### config.mk
export PLATFORM = sky130hd
export DESIGN_NAME = sound_scheduler
export DESIGN_NICKNAME = d
export VERILOG_FILES = /design/src/rtl/sound_scheduler_pkg.sv /design/src/rtl/sound_cmd_fifo.sv /design/src/rtl/sound_scheduler.sv
export SDC_FILE = /design/constraint.sdc
export NUM_CORES = 1
export LEC_CHECK = 0
export CELL_PAD_IN_SITES_DETAIL_PLACEMENT = 1
export CELL_PAD_IN_SITES_GLOBAL_PLACEMENT = 2
export CORE_UTILIZATION = 39
export DETAILED_ROUTE_END_ITERATION = 10
export PLACE_DENSITY_LB_ADDON = 0.1
export SETUP_SLACK_MARGIN = 0.2
export SLEW_MARGIN = 20
export SYNTH_ARGS = -nofsm -noshare
export SYNTH_HDL_FRONTEND = slang
export SYNTH_SLANG_ARGS = --single-unit
### constraint.sdc
create_clock -name i_Clk -period 4.4 [get_ports i_Clk]
set_input_delay 0.66 -clock i_Clk [delete_from_list [all_inputs] [get_ports i_Clk]]
set_output_delay 0.66 -clock i_Clk [all_outputs]
set_load 0.02 [all_outputs]
### src/rtl/sound_scheduler_pkg.sv
// Shared sound definitions: command codes, default timings and scheduler
// state encoding. Also imported by the piezo driver so both sides agree
// on what each command code means and how long it plays.
package sound_scheduler_pkg;

  typedef enum logic [1:0] {
    CMD_NONE = 2'd0,
    CMD_PERF = 2'd1,
    CMD_GOOD = 2'd2,
    CMD_MISS = 2'd3
  } sound_cmd_t;

  typedef enum logic [1:0] {
    ST_IDLE,
    ST_ISSUE,
    ST_PLAY,
    ST_GAP
  } sched_state_t;

  // Default play lengths in 50 MHz cycles (120 ms, 90 ms, 160 ms, 5 ms gap)
  localparam int unsigned DEF_DUR_PERF = 6_000_000;
  localparam int unsigned DEF_DUR_GOOD = 4_500_000;
  localparam int unsigned DEF_DUR_MISS = 8_000_000;
  localparam int unsigned DEF_GAP_CYC  = 250_000;

  // Timer is wide enough for the longest sound (DUR_MISS)
  localparam int TIMER_W    = 23;
  localparam int NUM_LANES  = 4;
  localparam int FIFO_DEPTH = 4;

  // Extract the 2-bit command of one lane from the packed request bus
  function automatic logic [1:0] lane_cmd(input logic [7:0] cmds, input logic [1:0] lane);
    return cmds[{lane, 1'b0} +: 2];
  endfunction

endpackage

### src/rtl/sound_cmd_fifo.sv
// Four-entry FIFO of pending sound commands. Flush has priority over push
// and pop so a mute always leaves the queue empty; a push into a full
// queue is only accepted when an entry is popped in the same cycle.
module sound_cmd_fifo
  import sound_scheduler_pkg::*;
(
  input  logic       clk,
  input  logic       rst,
  input  logic       push,
  input  logic       pop,
  input  logic       flush,
  input  logic [1:0] data_in,
  output logic [1:0] data_out,
  output logic [2:0] count,
  output logic       full,
  output logic       empty
);

  logic [1:0] mem [FIFO_DEPTH];
  logic [1:0] wr_ptr;
  logic [1:0] rd_ptr;
  logic       do_push;
  logic       do_pop;

  assign empty    = (count == 3'd0);
  assign full     = (count == 3'(FIFO_DEPTH));
  assign do_pop   = pop && !empty;
  assign do_push  = push && (!full || do_pop);
  assign data_out = mem[rd_ptr];

  // Pointer and occupancy bookkeeping; pointers wrap naturally at 4
  always_ff @(posedge clk or posedge rst) begin
    if (rst) begin
      wr_ptr <= '0;
      rd_ptr <= '0;
      count  <= '0;
    end else if (flush) begin
      wr_ptr <= '0;
      rd_ptr <= '0;
      count  <= '0;
    end else begin
      if (do_push) wr_ptr <= wr_ptr + 2'd1;
      if (do_pop)  rd_ptr <= rd_ptr + 2'd1;
      count <= count + {2'b00, do_push} - {2'b00, do_pop};
    end
  end

  // Storage write; contents need no reset since count gates visibility
  always_ff @(posedge clk) begin
    if (do_push && !flush) mem[wr_ptr] <= data_in;
  end

endmodule

### src/rtl/sound_scheduler.sv
// Sound scheduler: round-robin arbiter over four request lanes feeding a
// small command FIFO, and a sequencer that issues one command at a time to
// the piezo driver, holding off for the sound's play time plus a gap.
module sound_scheduler
  import sound_scheduler_pkg::*;
#(
  parameter int unsigned DUR_PERF = DEF_DUR_PERF,
  parameter int unsigned DUR_GOOD = DEF_DUR_GOOD,
  parameter int unsigned DUR_MISS = DEF_DUR_MISS,
  parameter int unsigned GAP_CYC  = DEF_GAP_CYC
) (
  input  logic       i_Clk,
  input  logic       i_Rst,
  input  logic [3:0] i_Req,
  input  logic [7:0] i_Req_Cmd,
  input  logic       i_Mute,
  output logic [3:0] o_Ack,
  output logic [1:0] o_Sound_Cmd,
  output logic       o_Busy,
  output logic [2:0] o_Fifo_Cnt,
  output logic [7:0] o_Drop_Cnt
);

  // Timer reload values: the timer counts down to zero inclusive
  localparam logic [TIMER_W-1:0] PERF_LOAD = TIMER_W'(DUR_PERF - 1);
  localparam logic [TIMER_W-1:0] GOOD_LOAD = TIMER_W'(DUR_GOOD - 1);
  localparam logic [TIMER_W-1:0] MISS_LOAD = TIMER_W'(DUR_MISS - 1);
  localparam logic [TIMER_W-1:0] GAP_LOAD  = (GAP_CYC == 0) ? '0 : TIMER_W'(GAP_CYC - 1);

  sched_state_t       state;
  sched_state_t       next_state;
  logic [TIMER_W-1:0] timer;
  logic [TIMER_W-1:0] timer_next;
  logic [1:0]         rr_ptr;
  logic [1:0]         search_idx;
  logic [1:0]         winner;
  logic               grant_valid;
  logic [3:0]         grant;
  logic [3:0]         eligible;
  logic [1:0]         win_cmd;
  logic               fifo_push;
  logic               fifo_pop;
  logic               fifo_full;
  logic               fifo_empty;
  logic [1:0]         fifo_head;
  logic [2:0]         fifo_count;
  logic               drop_event;

  // A lane competes only when it requests and carries a real command
  always_comb begin
    eligible = '0;
    for (int n = 0; n < NUM_LANES; n++) begin
      eligible[n] = i_Req[n] && (lane_cmd(i_Req_Cmd, 2'(n)) != 2'(CMD_NONE));
    end
  end

  // Round-robin search starting at rr_ptr, first eligible lane wins
  always_comb begin
    grant       = '0;
    grant_valid = 1'b0;
    winner      = rr_ptr;
    search_idx  = rr_ptr;
    for (int i = 0; i < NUM_LANES; i++) begin
      search_idx = rr_ptr + 2'(i);
      if (!grant_valid && eligible[search_idx]) begin
        grant_valid = 1'b1;
        winner      = search_idx;
      end
    end
    if (grant_valid) grant[winner] = 1'b1;
  end

  assign o_Ack      = i_Rst ? 4'b0000 : grant;
  assign win_cmd    = lane_cmd(i_Req_Cmd, winner);
  assign fifo_pop   = (state == ST_ISSUE);
  assign fifo_push  = grant_valid && !i_Mute;
  assign drop_event = grant_valid && !i_Mute && fifo_full && !fifo_pop;
  assign o_Fifo_Cnt = fifo_count;

  sound_cmd_fifo u_fifo (
    .clk      (i_Clk),
    .rst      (i_Rst),
    .push     (fifo_push),
    .pop      (fifo_pop),
    .flush    (i_Mute),
    .data_in  (win_cmd),
    .data_out (fifo_head),
    .count    (fifo_count),
    .full     (fifo_full),
    .empty    (fifo_empty)
  );

  // Sequencer next-state and timer: issue one cycle, play, optional gap
  always_comb begin
    next_state = state;
    timer_next = timer;
    case (state)
      ST_IDLE: begin
        if (!fifo_empty && !i_Mute) next_state = ST_ISSUE;
      end
      ST_ISSUE: begin
        case (fifo_head)
          CMD_PERF: timer_next = PERF_LOAD;
          CMD_GOOD: timer_next = GOOD_LOAD;
          CMD_MISS: timer_next = MISS_LOAD;
          default:  timer_next = PERF_LOAD;
        endcase
        next_state = ST_PLAY;
      end
      ST_PLAY: begin
        if (timer == '0) begin
          if (GAP_CYC == 0) begin
            next_state = ST_IDLE;
          end else begin
            next_state = ST_GAP;
            timer_next = GAP_LOAD;
          end
        end else begin
          timer_next = timer - 1'b1;
        end
      end
      ST_GAP: begin
        if (timer == '0) next_state = ST_IDLE;
        else             timer_next = timer - 1'b1;
      end
      default: next_state = ST_IDLE;
    endcase
  end

  // State, timer and registered outputs; sound command is a one-cycle pulse
  always_ff @(posedge i_Clk or posedge i_Rst) begin
    if (i_Rst) begin
      state       <= ST_IDLE;
      timer       <= '0;
      o_Sound_Cmd <= 2'(CMD_NONE);
      o_Busy      <= 1'b0;
    end else begin
      state       <= next_state;
      timer       <= timer_next;
      o_Sound_Cmd <= (next_state == ST_ISSUE) ? fifo_head : 2'(CMD_NONE);
      o_Busy      <= (next_state != ST_IDLE);
    end
  end

  // Fairness pointer moves past the winner on every grant
  always_ff @(posedge i_Clk or posedge i_Rst) begin
    if (i_Rst)            rr_ptr <= '0;
    else if (grant_valid) rr_ptr <= winner + 2'd1;
  end

  // Saturating count of granted commands lost to a full queue
  always_ff @(posedge i_Clk or posedge i_Rst) begin
    if (i_Rst)                                  o_Drop_Cnt <= '0;
    else if (drop_event && o_Drop_Cnt != 8'hFF) o_Drop_Cnt <= o_Drop_Cnt + 8'd1;
  end

endmodule

Run 1, gate-type map:
Scale: 3 px per µm.
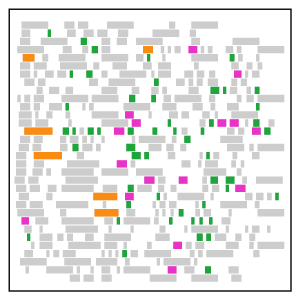
[orange] mux cells | cells: 6
[magenta] non-inverting ao/oa cells | cells: 16 | most used: a211o_1
[green] nand cells | cells: 52 | most used: nand2_1

Run 1, clock network drawn from the DEF:
Scale: 4 px per µm.
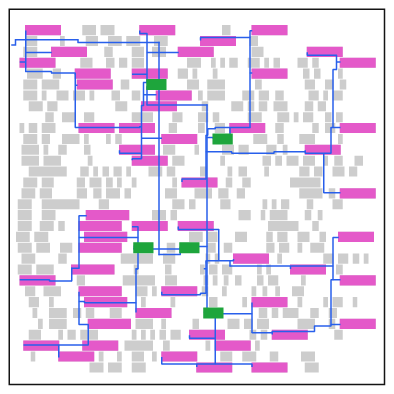
[green] clock-net drivers | count: 5
[blue] clock wires | length: 789 µm
[magenta] flip-flops | count: 53
routed clock nets: 6
Setup Skew: 0.0206 ns
clock share of power: 23.2%

Run 1, met3 routing:
Scale: 4 px per µm.
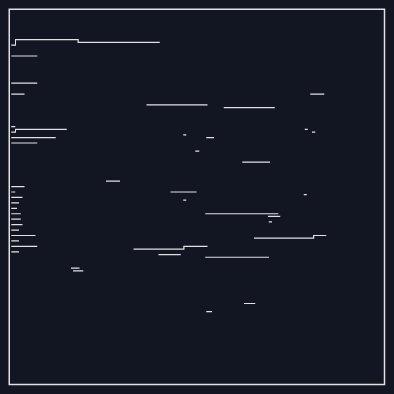
wire length on this layer: 256 µm
longest straight run: 20.2 µm
nets with wire on the layer: 34

Run 1, clock nets:
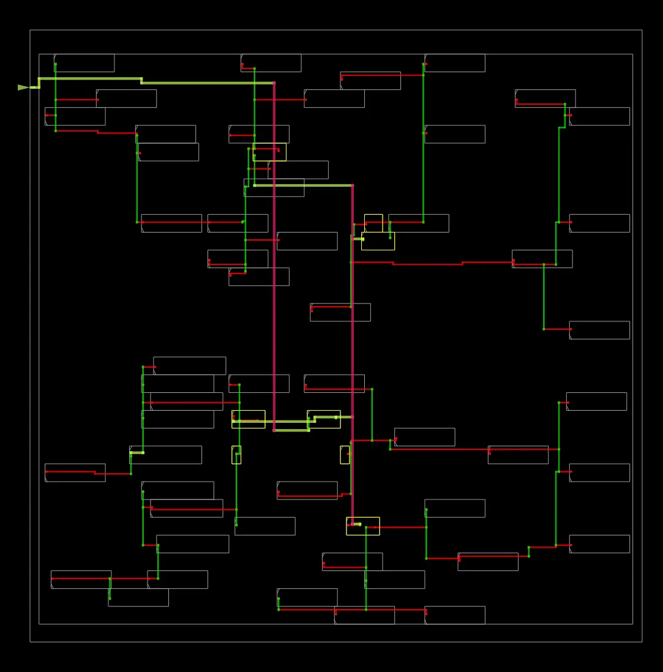
Num Clock Sinks: 53
clock-net power: 0.000288 W

-- run 1: final timing paths --
path / endpoint / slack (ns) / cells after the start
max in group asynchronous: u_fifo.rd_ptr[0]$_DFFE_PP0P_ / 3.08 / 3
hold reg to reg: o_Drop_Cnt[7]$_DFFE_PP0P_ / 0.50 / 1
setup reg to reg: u_fifo.count[2]$_DFF_PP0_ / 1.56 / 9
setup / recovery: o_Ack[1] / 0.66 / 9
min in group asynchronous: u_fifo.wr_ptr[0]$_DFFE_PP0P_ / 0.55 / 2
hold / removal: o_Drop_Cnt[7]$_DFFE_PP0P_ / 0.50 / 1
-- run 1: logic make-up (layout without fill, tap and decap cells) --
logic type	count (synthesis)	after routing	synth area share, %
simple gates	142	142	26.1
compound gates	76	76	16.3
flops	53	53	41.9
buf+inv	27	62	3.22
fa+ha+maj	14	14	5.60
xor+xnor	12	12	3.22
mux	6	6	3.65
-- run 1: through the flow --
step | hold slack, ns | std cells | power [W] | area (µm²)
3_5_place_dp | 0.494 | 459 | 0.000965 | 3710
5_1_grt | 0.528 | 467 | 0.00131 | 3790
6_report | 0.500 | 467 | 0.00124 | 3790
3_3_place_gp | 0.489 | 459 | 0.000952 | 3710
4_1_cts | 0.507 | 467 | 0.00125 | 3790
2_1_floorplan | 0.476 | 330 | 0.000827 | 3260
-- run 1: final cells by class --
type	count	area [µm²]
well taps	102	128
flip-flops and latches	53	1370
repair buffers	38	365
fillers	892	4100
inverters	16	60.1
multi-input cells	250	1790
clock inverters	1	7.51
clock buffers	7	76.3
-- run 1: sequential cells by signal, indices dropped and copies added (netlist names), 2 cells and up --
register       flops
u_fifo.count       3
state              2
o_Sound_Cmd        2
timer             23
o_Drop_Cnt         8
u_fifo.wr_ptr      2
u_fifo.rd_ptr      2
rr_ptr             2
u_fifo.mem         8
-- run 1: power by group through the flow --
stage               logic [W]  registers, W  clock network, W
detailed placement   0.000337      0.000628                 0
finish               0.000335      0.000618          0.000288
global route         0.000380      0.000626          0.000309
CTS                  0.000341      0.000618          0.000293
global placement     0.000328      0.000624                 0
floorplan            0.000189      0.000637                 0
-- run 1: metal layers --
metal / track usage (%) / wire, µm / vias up
met2: 38.4 / 4460 / 54
met4: 9.23 / 204 / 0
li1: - / - / 1318
met1: 28.1 / 4060 / 1401
met3: 3.50 / 255 / 18
met5: 0 / 0 / -
-- run 1: worst reg2reg max path: stages, from the launching register on --
cell and delay (ns):
dfrtp_1 0.82, nand2b_1 0.27, nand3_1 0.29, nand2_1 0.13, nor2_1 0.30, ha_1 0.23
inv_1 0.05, fa_1 0.38, xnor2_1 0.19, nor2_1 0.06
==> changes_impl.md, run 1 <==
### Changed

* Post-synth top cells: dfrtp_1 (45), nor2_1 (31), nand2_1 (22), inv_1 (14), ha_1 (13)
* Syn_area_per_cell at 9.88 µm²
* Worst Setup Slack, final at 0.660 ns
* 1st-iter DRT viols at 150
* Hold WC Path Type: flip-flop to flip-flop
* Worst setup EP type: output pin
* Hold_sp: o_Drop_Cnt[7]$_DFFE_PP0P_
* Std cell rows at 32
* Reg-to-reg critical path startpoint: state[0]$_DFF_PP0_
* CP Launch Type: primary input
* Final Util at 48.1%
* Area of the core at 7890 µm²
* Cycle use final at 85.0%
* Post-CTS Setup Repair Bufs at 0
* DRT Pass-1 Iters at 4
* Fin crit period at 3.74 ns
* Die area at 8730 µm²
* Logic pwr share at 27.0%
* Slew HR at 33.6%
* Mapped Nets at 359
* DIE HEIGHT at 93.4 µm
* Final setup TNS at 0 ns
* Clk slew on worst S/H paths at 0.09 ns
* Latency at later pin at 0.33 ns
* # setup viols final at 0
* Post-synthesis instance area at 3260 µm²
* Crit-path leading delay family: buffers and inverters
* Buf+Inv Stages, Crit Path at 3
* Gpl congestion at 0.808
* Cell mode on critical path: clkdlybuf4s50_1
* Vias in the first global route at 2867
* Ys Warns at 0
* Arrival time worst endpoint at 3.08 ns
* Most numerous logic cells after layout: dfrtp_1 (45), clkdlybuf4s50_1 (32), nor2_1 (31)
* Seq pwr share at 49.8%
* Fmax achieved at 267 MHz
* Total wire length at 8980 µm
* First-pass GRT wire length at 14900 µm
* CTS buffer count at 5
* Max Transition Viols Final at 0
* Register area share after synthesis at 41.9%
* CTS tree: yes
* Slowest stage delay, CP at 0.53 ns
* DRC violations left at 0
* Synth top area share at 34.5%
* Total leakage power at 1.54 nW
* Root Buffer: clkbuf_8
* Worst setup path startpoint: i_Req_Cmd[3]
* N_diodes at 0
* Sw frac at 33.0%
* Cell taking the most area after synthesis: dfrtp_1
* Status: complete, no violations
* Unrepaired setup endpoints after global routing: no
* Pwr Density at 327 nW/µm²
* Worst path required time at 3.74 ns
* Hold-fix buffers, CTS at 0
* Yosys stat area at 3260 µm²
* VDD IR max at 224 µV
* Highest-count logic cell in the final layout: dfrtp_1
* Fp util at 41.3%
* Final HPWL DP at 6460 µm
* EDFF count, synth at 8
* Initial antenna violation count at 0
* Cell internal pwr at 0.000831 W
* Post-cts resize count at 0
* Most used DFF post-synth: dfrtp_1
* Hold Vio Cnt, Final at 0
* Place WS at 0.659 ns
* Synthesized instance count at 330
* Pin count of the biggest net entering global routing at 42
* Port bufs at 32
* Layout area overhead at 16.3%
* Global Route Usage Sum at 22.4%
* Slowest CP cell: clkdlybuf4s50_1
* Yosys cell count at 330
* Log Warnings at 33
* Crit path max fanout at 6
* Layout cells sized above 1 at 9.32%
* DRT antenna net count at 0
* Critical path class: primary input to output pin
* Die x size at 93.4 µm
* Flops after synth at 53
* CTS Buffer Depth at 2
* DR WL/cell at 19.2 µm
* NetSw at 0.000410 W
* Vias at 2791
* Fraction of registers with async set/reset at 84.9%
==> run 2: changes to the inputs <==
--- a/config.mk
+++ b/config.mk
@@ -9,4 +9,5 @@
 export CELL_PAD_IN_SITES_GLOBAL_PLACEMENT = 2
 export CORE_UTILIZATION = 39
+export CTS_CLUSTER_DIAMETER = 80
 export DETAILED_ROUTE_END_ITERATION = 10
 export PLACE_DENSITY_LB_ADDON = 0.1
@@ -16,2 +17,3 @@
 export SYNTH_HDL_FRONTEND = slang
 export SYNTH_SLANG_ARGS = --single-unit
+export TNS_END_PERCENT = 5
==> constraint.sdc (replaced) <==
create_clock -name i_Clk -period 4.4 [get_ports i_Clk]
set_input_delay 0.66 -clock i_Clk [delete_from_list [all_inputs] [get_ports i_Clk]]
set_output_delay 0.66 -clock i_Clk [all_outputs]
set_load 0.005 [all_outputs]
==> run 2 against run 1 <==
Clock-buffer cell count increased by 1. Clock skew shrank 0.0068 ns. Sequential power hardly changed. Via count shrank 1.1%. First-iteration DRC count is 37% lower. Clock power increased by 2%. Power down 1.8%. Largest power group unchanged.
==> changes_impl.md, run 2 <==
### Changed

* Status: complete, no violations
* Highest-count logic cell in the final layout: dfrtp_1
* DIE HEIGHT at 93.4 µm (unchanged)
* CP Launch Type: primary input
* Cell mode on critical path: clkdlybuf4s50_1
* Slew HR at 35.2% (+1.5 points)
* Mapped Nets at 359 (unchanged)
* Hold Vio Cnt, Final at 0 (unchanged)
* Critical path class: primary input to output pin
* Vias in the first global route at 2957 (+3.1%)
* Worst path required time at 3.74 ns (about the same)
* Slowest CP cell: a32oi_1
* Final setup TNS at 0 ns (unchanged)
* EDFF count, synth at 8 (unchanged)
* Synthesized instance count at 330 (unchanged)
* Sw frac at 30.6% (-2.4 points)
* Hold worst-path end: o_Drop_Cnt[7]$_DFFE_PP0P_
* Die x size at 93.4 µm (unchanged)
* Max Transition Viols Final at 0 (unchanged)
* N_diodes at 0 (unchanged)
* Area of the core at 7890 µm² (unchanged)
* Cycle use final at 84.4% (-0.62 points)
* Yosys cell count at 330 (unchanged)
* Slowest stage delay, CP at 0.44 ns (-0.09 ns)
* First-pass GRT wire length at 15300 µm (+2.5%)
* Post-synth top cells: dfrtp_1 (45), nor2_1 (31), nand2_1 (22), inv_1 (14), ha_1 (13)
* Initial antenna violation count at 0 (unchanged)
* Total leakage power at 1.55 nW (+0.46%)
* Pin count of the biggest net entering global routing at 42 (unchanged)
* Reg-to-reg critical path startpoint: state[0]$_DFF_PP0_
* Dpl cell area at 3710 µm² (unchanged)
* Fraction of registers with async set/reset at 84.9% (unchanged)
* Most numerous logic cells after layout: dfrtp_1 (45), clkdlybuf4s50_1 (32), nor2_1 (31)
* Vias at 2760 (-1.1%)
* # setup viols final at 0 (unchanged)
* Log Warnings at 33 (unchanged)
* Port bufs at 32 (unchanged)
* Post-route design area at 3800 µm² (+0.16%)
* Final HPWL DP at 6610 µm (+2.3%)
* Arrival time worst endpoint at 3.05 ns (-0.03 ns)
* Cell count of the worst reg-to-reg path at 9 (unchanged)
* Num Clock Sinks at 53 (unchanged)
* 1st-iter DRT viols at 94 (-37%)
* FF-to-FF setup slack at 1.60 ns (+0.04 ns)
* Multi-input gate area at 1790 µm² (unchanged)
* Total wire length at 9110 µm (+1.4%)
* Layout area overhead at 16.5%
* Worst setup path startpoint: i_Req_Cmd[3]
* Layout cells sized above 1 at 9.32% (unchanged)
* Pwr Density at 321 nW/µm² (-2.0%)
* Crit path max fanout at 6 (unchanged)
* Clk slew on worst S/H paths at 0.09 ns (about the same)
* Worst setup EP type: output pin
* NetSw at 0.000373 W (-9.0%)
* Fp util at 41.3% (unchanged)
* Die area at 8730 µm² (unchanged)
* CTS Buffer Depth at 2 (unchanged)
* Hold WC Path Type: flip-flop to flip-flop
* DRT Pass-1 Iters at 4 (unchanged)
* Max reg flops at 23 (unchanged)
[run 2: cell types whose count changed in the layout (fill, tap and decap cells not counted)]
cell,previous run,this run
clkbuf_8,5,6
clkinvlp_4,1,0
[run 2: final cells by class]
class | count | area share (%)
multi-input combinational | 250 | 47.1
sequential | 53 | 36.0
timing repair buffer | 38 | 9.62
tap | 102 | 3.36
clock buffer | 8 | 2.37
inverter | 16 | 1.58
[run 2: power by group through the flow]
stage	Clock [W]	Combinational, W	Sequential, W
6_report	0.000295	0.000305	0.000618
5_1_grt	0.000321	0.000346	0.000628
3_5_place_dp	0	0.000310	0.000629
3_3_place_gp	0	0.000296	0.000624
4_1_cts	0.000302	0.000313	0.000619
2_1_floorplan	0	0.000181	0.000615
[run 2: metrics by stage]
step                setup slack (ns)  instances  power (W)  util [%]
floorplan                       1.56        330   0.000796         -
CTS                            0.692        467    0.00123      48.2
global route                   0.517        467    0.00130      48.2
detailed placement             0.715        459   0.000939      47.0
global placement               0.839        459   0.000921      47.0
finish                         0.687        467    0.00122      48.2
[run 2: kinds of logic (layout without fill, tap and decap cells)]
| group | count (synthesis) | after routing | share of synthesized area (%) |
|---|---|---|---|
| flip-flops | 53 | 53 | 41.9 |
| AND-OR/OR-AND | 76 | 76 | 16.3 |
| AND/OR/NAND/NOR | 142 | 142 | 26.1 |
| adder cells (fa/ha/maj) | 14 | 14 | 5.60 |
| XOR/XNOR | 12 | 12 | 3.22 |
| buffers and inverters | 27 | 62 | 3.22 |
| multiplexers | 6 | 6 | 3.65 |
[run 2: worst max-delay path: cells and delay by family]
family	cells	cell delay, ns
fa+ha+maj	1	0.22
simple gates	2	0.39
compound gates	3	0.77
buf+inv	3	1.00
[run 2: worst max-delay path by stage]
stage,to,cells past startpoint
after floorplan,o_Ack[2],7
after global routing,o_Ack[1],9
after detailed placement,o_Ack[1],9
after CTS,o_Ack[1],9
after global placement,o_Ack[1],9
final,o_Ack[1],9
[run 2: per-layer routing]
metal / vias up / track usage [%] / routed length [µm]
li1: 1318 / - / -
met5: - / 0 / 0
met4: 0 / 5.90 / 59
met2: 52 / 40.1 / 4600
met1: 1385 / 28.7 / 4110
met3: 5 / 3.58 / 335
Run 2, clock nets:
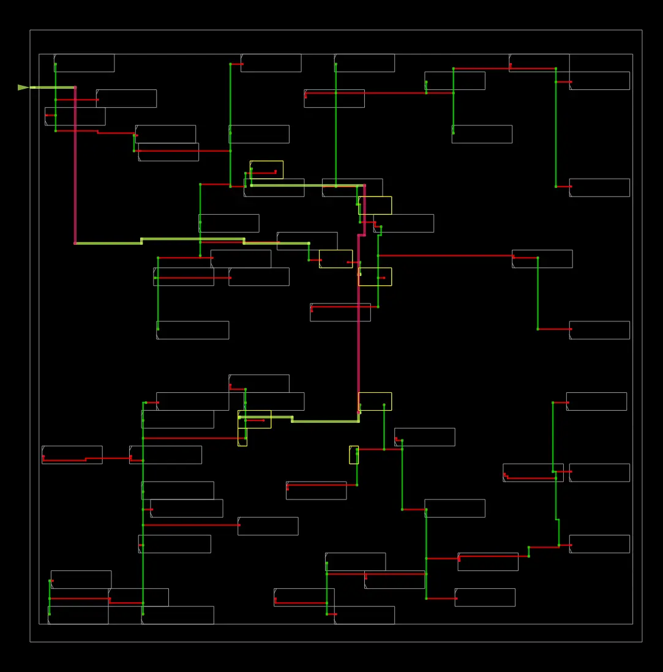
Setup Skew: 0.0138 ns
seq_cells: 53
Latency at later pin: 0.31 ns
clock-net power: 0.000295 W

Run 2, gate-type map:
Scale: 3 px per µm.
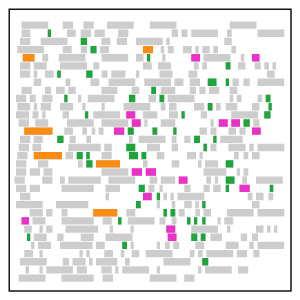
[magenta] non-inverting ao/oa cells | cells: 16 | most used: a211o_1
[green] nand cells | cells: 52 | most used: nand2_1
[orange] mux cells | cells: 6

==> run 3: changes to the inputs <==
CORE_UTILIZATION = 37   (was 39)
clock period = 3.8 ns   (was 4.4 ns; I/O delays follow)
==> run 3 against run 2 <==
Via count grew 1.1%. Worst setup slack worse by 0.36 ns. Die size is 5.3% higher. Sequential power increased by 16%. Clock-buffer cell count fell by 2. Register-to-register slack got worse by 0.56 ns. Cell area increased by 0.69%. Power rose by 17%. Synthesized area unchanged. Non-clock buffer count increased by 2. Sequential share of layout area shrank 0.25 points. Flip-flop count did not move. Critical path type unchanged. Largest power group unchanged.
==> changes_impl.md, run 3 <==
### Changed

* N_diodes at 0 (unchanged)
* CP Launch Type: primary input
* Synthesized instance count at 330 (unchanged)
* Final HPWL DP at 6580 µm (-0.36%)
* 1st-iter DRT viols at 100 (+6.4%)
* Unique cell types at 64
* Final setup TNS at 0 ns (unchanged)
* Status: complete, no violations
* Max reg flops at 23 (unchanged)
* Pwr Density at 371 nW/µm² (+16%)
* Register area share after synthesis at 41.9%
* Synth top area share at 34.5%
* Logic pwr share at 25.8%
* Fin crit period at 3.47 ns
* Yosys cell count at 330 (unchanged)
* Sw frac at 31.8% (+1.2 points)
* Place WS at 0.329 ns (-0.385 ns)
* Post-synth top cells: dfrtp_1 (45), nor2_1 (31), nand2_1 (22), inv_1 (14), ha_1 (13)
* Log Warnings at 33 (unchanged)
* Fillers at 942
* Gpl congestion at 0.813
* Mapped Nets at 359 (unchanged)
* Arrival time worst endpoint at 2.90 ns (-0.15 ns)
* Fraction of registers with async set/reset at 84.9% (unchanged)
* Cycle use final at 91.4%
* Cell internal pwr at 0.000970 W
* CTS tree: yes
* Largest reg by FF count: timer
* Clock share of power at 23.8%
* Port bufs at 32 (unchanged)
* Crit path max fanout at 5 (-1)
* Max Transition Viols Final at 0 (unchanged)
* Critical path class: primary input to output pin
* CTS Buffer Depth at 2 (unchanged)
* Post-synthesis instance area at 3260 µm²
* Std cell rows at 33
* Fp util at 38.9% (-2.4 points)
* Seq pwr share at 50.4%
* Vias in the first global route at 2942 (-0.51%)
* Reg area at 1370 µm²
* Setup Skew at 0.0110 ns (-0.00279 ns)
* DIE HEIGHT at 95.9 µm (+2.6%)
* First-pass GRT wire length at 15200 µm (-0.90%)
* Worst path required time at 3.23 ns (-0.51 ns)
* Total leakage power at 1.56 nW (+0.89%)
* Layout area overhead at 17.3%
* VDD IR max at 197 µV
* Hold WC Path Type: flip-flop to flip-flop
* Ys Warns at 0
* Top cells by area: dfrtp_1 (35%), edfxtp_1 (7.4%), ha_1 (5.0%), nor2_1 (3.6%), nand2_1 (2.5%)
* H-tree Lvls at 2
* Vias per cell at 5.91
* Multi-input gate area at 1800 µm² (+0.63%)
* DRT antenna net count at 0
* Worst setup EP type: output pin
* Num Clock Sinks at 53 (unchanged)
* NetSw at 0.000451 W (+21%)
* Unrepaired setup endpoints after global routing: no
* # setup viols final at 0 (unchanged)
* Clk slew on worst S/H paths at 0.10 ns (about the same)
* Most used DFF post-synth: dfrtp_1
* Ports at 33
* Die x size at 95.9 µm (+2.6%)
* Syn_area_per_cell at 9.88 µm²
* Yosys stat area at 3260 µm²
* Latency at later pin at 0.32 ns (about the same)
* Flops after synth at 53
* Largest regs: timer: 23 flops, o_Drop_Cnt: 8 flops, u_fifo.mem: 8 flops
* Cell taking the most area after synthesis: dfrtp_1
* Slew at the pin closest to its max-slew limit at 0.836 ns
* Area of the core at 8380 µm² (+6.3%)
* Slew HR at 44.0% (+8.8 points)
* Most numerous logic cells after layout: dfrtp_1 (45), clkdlybuf4s50_1 (32), nor2_1 (31)
* Global route overflow at 0
* CTS buffer count at 5
* Root Buffer: clkbuf_8
* DRT Pass-1 Iters at 4 (unchanged)
* Fmax achieved at 288 MHz
* Synth top cell by count: dfrtp_1
* Hold Vio Cnt, Final at 0 (unchanged)
* Layout cells sized above 1 at 10.6% (+1.3 points)
* Worst Setup Slack, final at 0.328 ns (-0.359 ns)
* DRC violations left at 0
* Pin count of the biggest net entering global routing at 46 (+9.5%)
* Initial antenna violation count at 0 (unchanged)
* Die area at 9190 µm² (+5.3%)
* Max-cap violation count at 0
* Post-CTS Setup Repair Bufs at 0
* EDFF count, synth at 8 (unchanged)
* # nets final at 395
-- run 3: cell counts after synthesis --
No cell type changed its count.
-- run 3: layout make-up --
type	count	area share, %
Clock buffer	6	1.90
Clock inverter	2	0.360
Inverter	16	1.57
Multi-Input combinational cell	250	47.1
Sequential cell	53	35.7
Tap cell	105	3.43
Timing Repair Buffer	40	9.94
-- run 3: final timing paths --
check | startpoint | to | slack (ns) | cells past startpoint
max | i_Req_Cmd[1] | o_Ack[2] | 0.33 | 10
min | o_Drop_Cnt[5]$_DFFE_PP0P_ | o_Drop_Cnt[5]$_DFFE_PP0P_ | 0.50 | 1
max reg2reg | timer[0]$_DFFE_PP0P_ | timer[9]$_DFFE_PP0P_ | 1.04 | 8
min reg2reg | o_Drop_Cnt[5]$_DFFE_PP0P_ | o_Drop_Cnt[5]$_DFFE_PP0P_ | 0.50 | 1
max in group asynchronous | i_Rst | timer[15]$_DFFE_PP0P_ | 2.62 | 3
min in group asynchronous | i_Rst | timer[1]$_DFFE_PP0P_ | 0.78 | 3
-- run 3: what timing repair did --
action                     4_1_cts  5_1_grt
hold buffers                     0        0
hold endpoints to repair         0        0
setup endpoints to repair        0        3
resized                          0        2
-- run 3: stage by stage --
step | area, µm² | hold slack [ns] | utilization [%] | instances | total power [W]
after floorplan | 3260 | 0.476 | - | 330 | 0.000922
after global placement | 3730 | 0.489 | 44.5 | 464 | 0.00108
after detailed placement | 3730 | 0.489 | 44.5 | 464 | 0.00109
after CTS | 3810 | 0.507 | 45.5 | 472 | 0.00143
after global routing | 3820 | 0.534 | 45.6 | 472 | 0.00151
final | 3820 | 0.504 | 45.6 | 472 | 0.00142
-- run 3: logic make-up (layout without fill, tap and decap cells) --
| logic type | count (synthesis) | in the layout | share of synthesized area (%) |
|---|---|---|---|
| flip-flops | 53 | 53 | 41.9 |
| AND/OR/NAND/NOR | 142 | 142 | 26.1 |
| XOR/XNOR | 12 | 12 | 3.22 |
| multiplexers | 6 | 6 | 3.65 |
| adder cells (fa/ha/maj) | 14 | 14 | 5.60 |
| buffers and inverters | 27 | 64 | 3.22 |
| AND-OR/OR-AND | 76 | 76 | 16.3 |
-- run 3: critical path: stages --
cell and delay, ns:
clkdlybuf4s50_1 0.44, o21ai_2 0.23, nand2b_1 0.17, o21ai_1 0.07, a222oi_1 0.37, buf_4 0.20
inv_1 0.06, ha_1 0.18, and3_1 0.17, clkdlybuf4s50_1 0.44
-- run 3: metal layers --
layer	wire [µm]	share of wire (%)	GRT usage (%)	vias to the layer above
met4	196	2.1	8.21	0
met3	262	2.8	3.00	14
li1	-	-	-	1319
met2	4430	48	36.6	49
met5	0	0	0	-
met1	4300	47	29.2	1407
-- run 3: power by group through the flow --
stage | sequential [W] | combinational, W | clock (W)
global placement | 0.000725 | 0.000354 | 0
floorplan | 0.000712 | 0.000210 | 0
global route | 0.000726 | 0.000414 | 0.000366
detailed placement | 0.000728 | 0.000364 | 0
finish | 0.000717 | 0.000366 | 0.000338
CTS | 0.000717 | 0.000367 | 0.000347
Run 3, wiring by layer:
Scale: 3 px per µm.
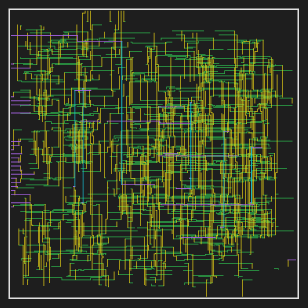
[green] M1 | wire length: 4300 µm
[cyan] M4 | wire length: 197 µm
[yellow] M2 | wire length: 4430 µm
[purple] M3 | wire length: 263 µm
total wire length: 9190 µm
Global Route Usage Sum: 22.0%
vias: 2789
DR WL/cell: 19.5 µm

Run 3, gate-type map:
Scale: 3 px per µm.
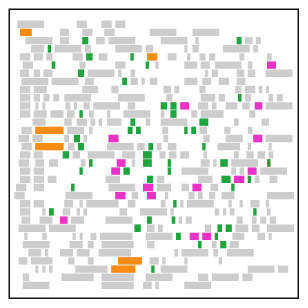
[magenta] non-inverting ao/oa cells | cells: 16 | most used: a211o_1
[green] nand cells | cells: 52 | most used: nand2_1
[orange] mux cells | cells: 6
Non-Filler Instances: 472
highest-count logic cell in the final layout: dfrtp_1

Power figures rest on the tool's default switching activity, not on a simulated workload.
